File: src/rtl/fetch_unit_pkg.sv
// Shared CPU definitions: datapath widths, opcode encoding and fetch state.
package fetch_unit_pkg;

  localparam int CPU_ADDR_W  = 8;
  localparam int CPU_INSTR_W = 8;

  typedef enum logic [1:0] {
    OPC_ADD = 2'b00,
    OPC_LW  = 2'b01,
    OPC_SW  = 2'b10,
    OPC_J   = 2'b11
  } opcode_e;

  typedef enum logic {
    ST_RUN  = 1'b0,
    ST_HALT = 1'b1
  } fetch_state_e;

  function automatic opcode_e get_opcode(input logic [7:0] instr);
    return opcode_e'(instr[7:6]);
  endfunction

endpackage

File: src/rtl/fetch_unit_next_pc.sv
// Combinational next-PC: PC+1 for sequential ops, PC+sext(offset) for jumps.
module next_pc_logic
  import fetch_unit_pkg::*;
#(
  parameter int ADDR_W  = CPU_ADDR_W,
  parameter int INSTR_W = CPU_INSTR_W
) (
  input  logic [ADDR_W-1:0]  pc_i,
  input  logic [INSTR_W-1:0] instr_i,
  output logic [ADDR_W-1:0]  next_pc_o,
  output logic               is_jump_o,
  output logic               is_self_loop_o
);

  logic [ADDR_W-1:0] offset_ext;

  assign offset_ext     = {{(ADDR_W-6){instr_i[5]}}, instr_i[5:0]};
  assign is_jump_o      = (get_opcode(instr_i[7:0]) == OPC_J);
  assign is_self_loop_o = is_jump_o && (instr_i[5:0] == 6'b000000);
  // Addition is modulo 2^ADDR_W, so 8'hFF + 1 wraps to 8'h00.
  assign next_pc_o      = is_jump_o ? (pc_i + offset_ext) : (pc_i + {{(ADDR_W-1){1'b0}}, 1'b1});

endmodule

File: src/rtl/fetch_unit.sv
// Instruction fetch stage: PC register, IF/ID output register, halt-on-self-loop.
module fetch_unit
  import fetch_unit_pkg::*;
#(
  parameter int ADDR_W  = CPU_ADDR_W,
  parameter int INSTR_W = CPU_INSTR_W
) (
  input  logic               Clk,
  input  logic               Reset,
  output logic [ADDR_W-1:0]  Read_Address,
  input  logic [INSTR_W-1:0] Instruction,
  input  logic               Stall,
  input  logic               Redirect_Valid,
  input  logic [ADDR_W-1:0]  Redirect_Addr,
  output logic [INSTR_W-1:0] Instr_Out,
  output logic [ADDR_W-1:0]  PC_Out,
  output logic               Valid_Out,
  output logic               Halted,
  output logic [7:0]         Fetch_Count
);

  logic [ADDR_W-1:0]  pc_q;
  logic [ADDR_W-1:0]  pc_out_q;
  logic [INSTR_W-1:0] instr_q;
  logic               valid_q;
  logic [7:0]         count_q;
  fetch_state_e       state_q;

  logic [ADDR_W-1:0]  next_pc;
  logic               is_jump;
  logic               is_self_loop;

  next_pc_logic #(
    .ADDR_W  (ADDR_W),
    .INSTR_W (INSTR_W)
  ) u_next_pc (
    .pc_i           (pc_q),
    .instr_i        (Instruction),
    .next_pc_o      (next_pc),
    .is_jump_o      (is_jump),
    .is_self_loop_o (is_self_loop)
  );

  // Priority: Reset > Redirect_Valid > Stall > halted > normal fetch.
  always_ff @(posedge Clk or posedge Reset) begin
    if (Reset) begin
      pc_q     <= '0;
      pc_out_q <= '0;
      instr_q  <= '0;
      valid_q  <= 1'b0;
      count_q  <= 8'd0;
      state_q  <= ST_RUN;
    end else if (Redirect_Valid) begin
      pc_q    <= Redirect_Addr;
      valid_q <= 1'b0;
      state_q <= ST_RUN;
    end else if (!Stall) begin
      case (state_q)
        ST_HALT: valid_q <= 1'b0;
        default: begin
          instr_q  <= Instruction;
          pc_out_q <= pc_q;
          valid_q  <= 1'b1;
          count_q  <= count_q + 8'd1;
          // A self-loop jump is delivered once, then fetch freezes on it.
          if (is_jump && is_self_loop) state_q <= ST_HALT;
          else                         pc_q    <= next_pc;
        end
      endcase
    end
  end

  assign Read_Address = pc_q;
  assign Instr_Out    = instr_q;
  assign PC_Out       = pc_out_q;
  assign Valid_Out    = valid_q;
  assign Halted       = (state_q == ST_HALT);
  assign Fetch_Count  = count_q;

endmodule

File: config.mk
export PLATFORM = sky130hd
export DESIGN_NAME = fetch_unit
export DESIGN_NICKNAME = d
export VERILOG_FILES = /design/src/rtl/fetch_unit_pkg.sv /design/src/rtl/fetch_unit_next_pc.sv /design/src/rtl/fetch_unit.sv
export SDC_FILE = /design/constraint.sdc
export NUM_CORES = 1
export LEC_CHECK = 0
export CAP_MARGIN = 20
export CORE_MARGIN = 2
export CORE_UTILIZATION = 40
export CTS_BUF_LIST = sky130_fd_sc_hd__clkbuf_4 sky130_fd_sc_hd__clkbuf_8
export CTS_CLUSTER_DIAMETER = 200
export DETAILED_ROUTE_END_ITERATION = 10
export GPL_ROUTABILITY_DRIVEN = 1
export PLACE_DENSITY = 0.68
export REMOVE_ABC_BUFFERS = 1
export SLEW_MARGIN = 20
export SYNTH_ARGS = -nofsm -noshare
export SYNTH_HDL_FRONTEND = slang
export SYNTH_SLANG_ARGS = --single-unit
File: constraint.sdc
create_clock -name Clk -period 2.75 [get_ports Clk]
set_input_delay 0.55 -clock Clk [delete_from_list [all_inputs] [get_ports Clk]]
set_output_delay 0.55 -clock Clk [all_outputs]
set_load 0.01 [all_outputs]
==> images/final_placement.png <==
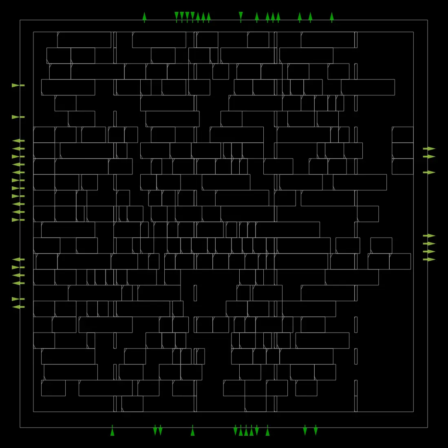
Taps Inserted: 52
FF+latch count: 34
core outline area: 4260 µm²
final core utilization: 0.594
count of placed standard cells in the final layout, fillers left out: 278

==> images/pins.png <==
Scale bar: 20 µm. Pins as bars across the die edge, other pins in grey.
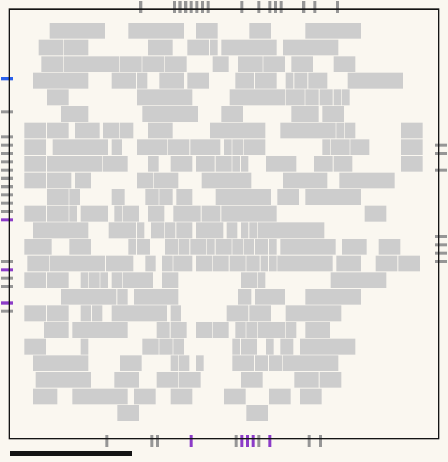
[blue] `Clk` | pins: 1 | direction: input | edge: left
[purple] `Redirect_Addr` | pins: 8 | direction: input | edge: 5 bottom, 3 left
all pins by edge: 19 left, 16 top, 12 bottom, 7 right
IO Port Bufs: 53
horizontal die size: 70.1 µm
chip height: 70.1 µm

[cell families after synthesis]
| kind of cell | synth area share |
|---|---|
| AND/OR/NAND/NOR | 0.148 |
| flip-flops | 0.487 |
| AND-OR/OR-AND | 0.125 |
| multiplexers | 0.115 |
| buffers and inverters | 0.0301 |
| XOR/XNOR | 0.0401 |
| adder cells (fa/ha/maj) | 0.0545 |
[through the flow]
step / setup WS [ns] / power [mW] / util / hold slack [ns] / std cells
floorplan: -0.00383 / 0.997 / - / 0.508 / 153
global placement: -0.0582 / 1.33 / 0.567 / 0.460 / 270
detailed placement: -0.174 / 1.36 / 0.567 / 0.472 / 270
CTS: 0.118 / 1.81 / 0.593 / 0.486 / 278
global route: 0.0826 / 1.90 / 0.594 / 0.508 / 278
finish: 0.215 / 1.78 / 0.594 / 0.483 / 278
[final timing paths]
path / cells after the start / end / startpoint
setup / recovery: 10 / Read_Address[6] / Instruction[0]
hold / removal: 1 / Fetch_Count[7] / Fetch_Count[7]
setup reg to reg: 6 / Read_Address[5] / Read_Address[3]
hold reg to reg: 1 / Fetch_Count[7] / Fetch_Count[7]
max in group asynchronous: 3 / PC_Out[3] / Reset
min in group asynchronous: 3 / Fetch_Count[1] / Reset
[layout make-up]
type / count / area [µm²]
Fill cell: 365 / 1730
Clock buffer: 5 / 68.8
Tap cell: 52 / 65.1
Sequential cell: 34 / 851
Multi-Input combinational cell: 113 / 847
Timing Repair Buffer: 65 / 638
Inverter: 6 / 22.5
Clock inverter: 3 / 40.0
[flip-flops by register name (all words and copies together), names as in the netlist]
register and cells:
Fetch_Count 8, Instr_Out 8, PC_Out 8, Read_Address 8, Halted 1, Valid_Out 1
[per-layer routing]
metal	vias up	GRT usage
met5	-	0
met4	0	0.0321
met3	5	0.0462
met2	40	0.307
met1	715	0.219
li1	702	-
==> impl_summary.log <==
[flow] final metrics
INFO  metric hold_buffers = 0
INFO  metric syn_inst = 158
INFO  metric critPathMostFrequentCell = nand3b_1
INFO  metric total_vias_in_the_final_route = 1462
INFO  metric worst_path_max_delay_cell = or4_1
INFO  metric reg_clk_slew_reported_paths = 0.07 ns
INFO  metric met2_length = 2.14 mm
INFO  metric placementRows = 24
INFO  metric layout_top_cells = clkdlybuf4s50_1, dfrtp_1, mux2_2
INFO  metric ys_seq_elements = 34
INFO  metric power.density = 705 nW/µm²
INFO  metric final.setup_skew = 0.00888 ns
INFO  metric detailedPlacementHpwl = 3.08 mm
INFO  metric edf_count = 0
INFO  metric ctsResizeCount = 0
INFO  metric chipArea = 4910 µm²
INFO  metric critical_path_arrival = 2.74 ns
INFO  metric status = completed
INFO  metric yosys_area = 1750 µm²
INFO  metric cpPeakStageDelay = 0.49 ns
INFO  metric tritoncts = built
INFO  metric maxCapViolCount = 0
INFO  metric share_of_final_layout_standard_cells_stronger_than_drive_strength_1 = 0.195
INFO  metric netlist.top_cell.by_instances = dfrtp_1
INFO  metric synth-main-ff-cell = dfrtp_1
INFO  metric design.portCount = 54
INFO  metric worstSkewPairLatency = 0.28 ns
INFO  metric top_cells_by_count = dfrtp_1, mux2_2, a21oi_1, nor2_1, nand2_1
INFO  metric global_route.overflow_total = 0
INFO  metric powerComb = 0.619 mW
INFO  metric postPlaceCellArea = 2420 µm²
INFO  metric gp_routability_congestion = 0.831
INFO  metric critical_path.cell_chain = clkdlybuf4s50_1 > nand3b_1 > ha_1 > inv_1 > fa_1 > nor2b_1 > o31a_1 > or4_1 > a21oi_1 > nand3b_1
INFO  metric routedLengthMet1 = 1.70 mm
INFO  metric max_clock_freq = 395 MHz
INFO  metric topRoutingLayerUsed = met4
INFO  metric p_seq = 0.725 mW
INFO  metric numCtsBuffers = 5
INFO  metric fp-utilization = 0.409
INFO  metric cp_num_buf_inv = 2
INFO  metric diodes_inserted = 0
INFO  metric drtPass1Iterations = 4
INFO  metric finalHoldViolCount = 0
INFO  metric setup_tns = 0 ns
INFO  metric worstSetupStartpointType = input port
INFO  metric cts.htree.levels = 2
INFO  metric critPathTopFamily = simple AND/OR/NAND/NOR gates
INFO  metric ys_seq_share = 0.487
INFO  metric antenna_found_initial = 0
INFO  metric cts_max_path_buffers = 2
INFO  metric numClockSinks = 34
INFO  metric max-slew-margin-rel = 0.715
INFO  metric number_of_cells_in_the_yosys_synthesis_report = 158
Power and IR drop assume default switching activity.
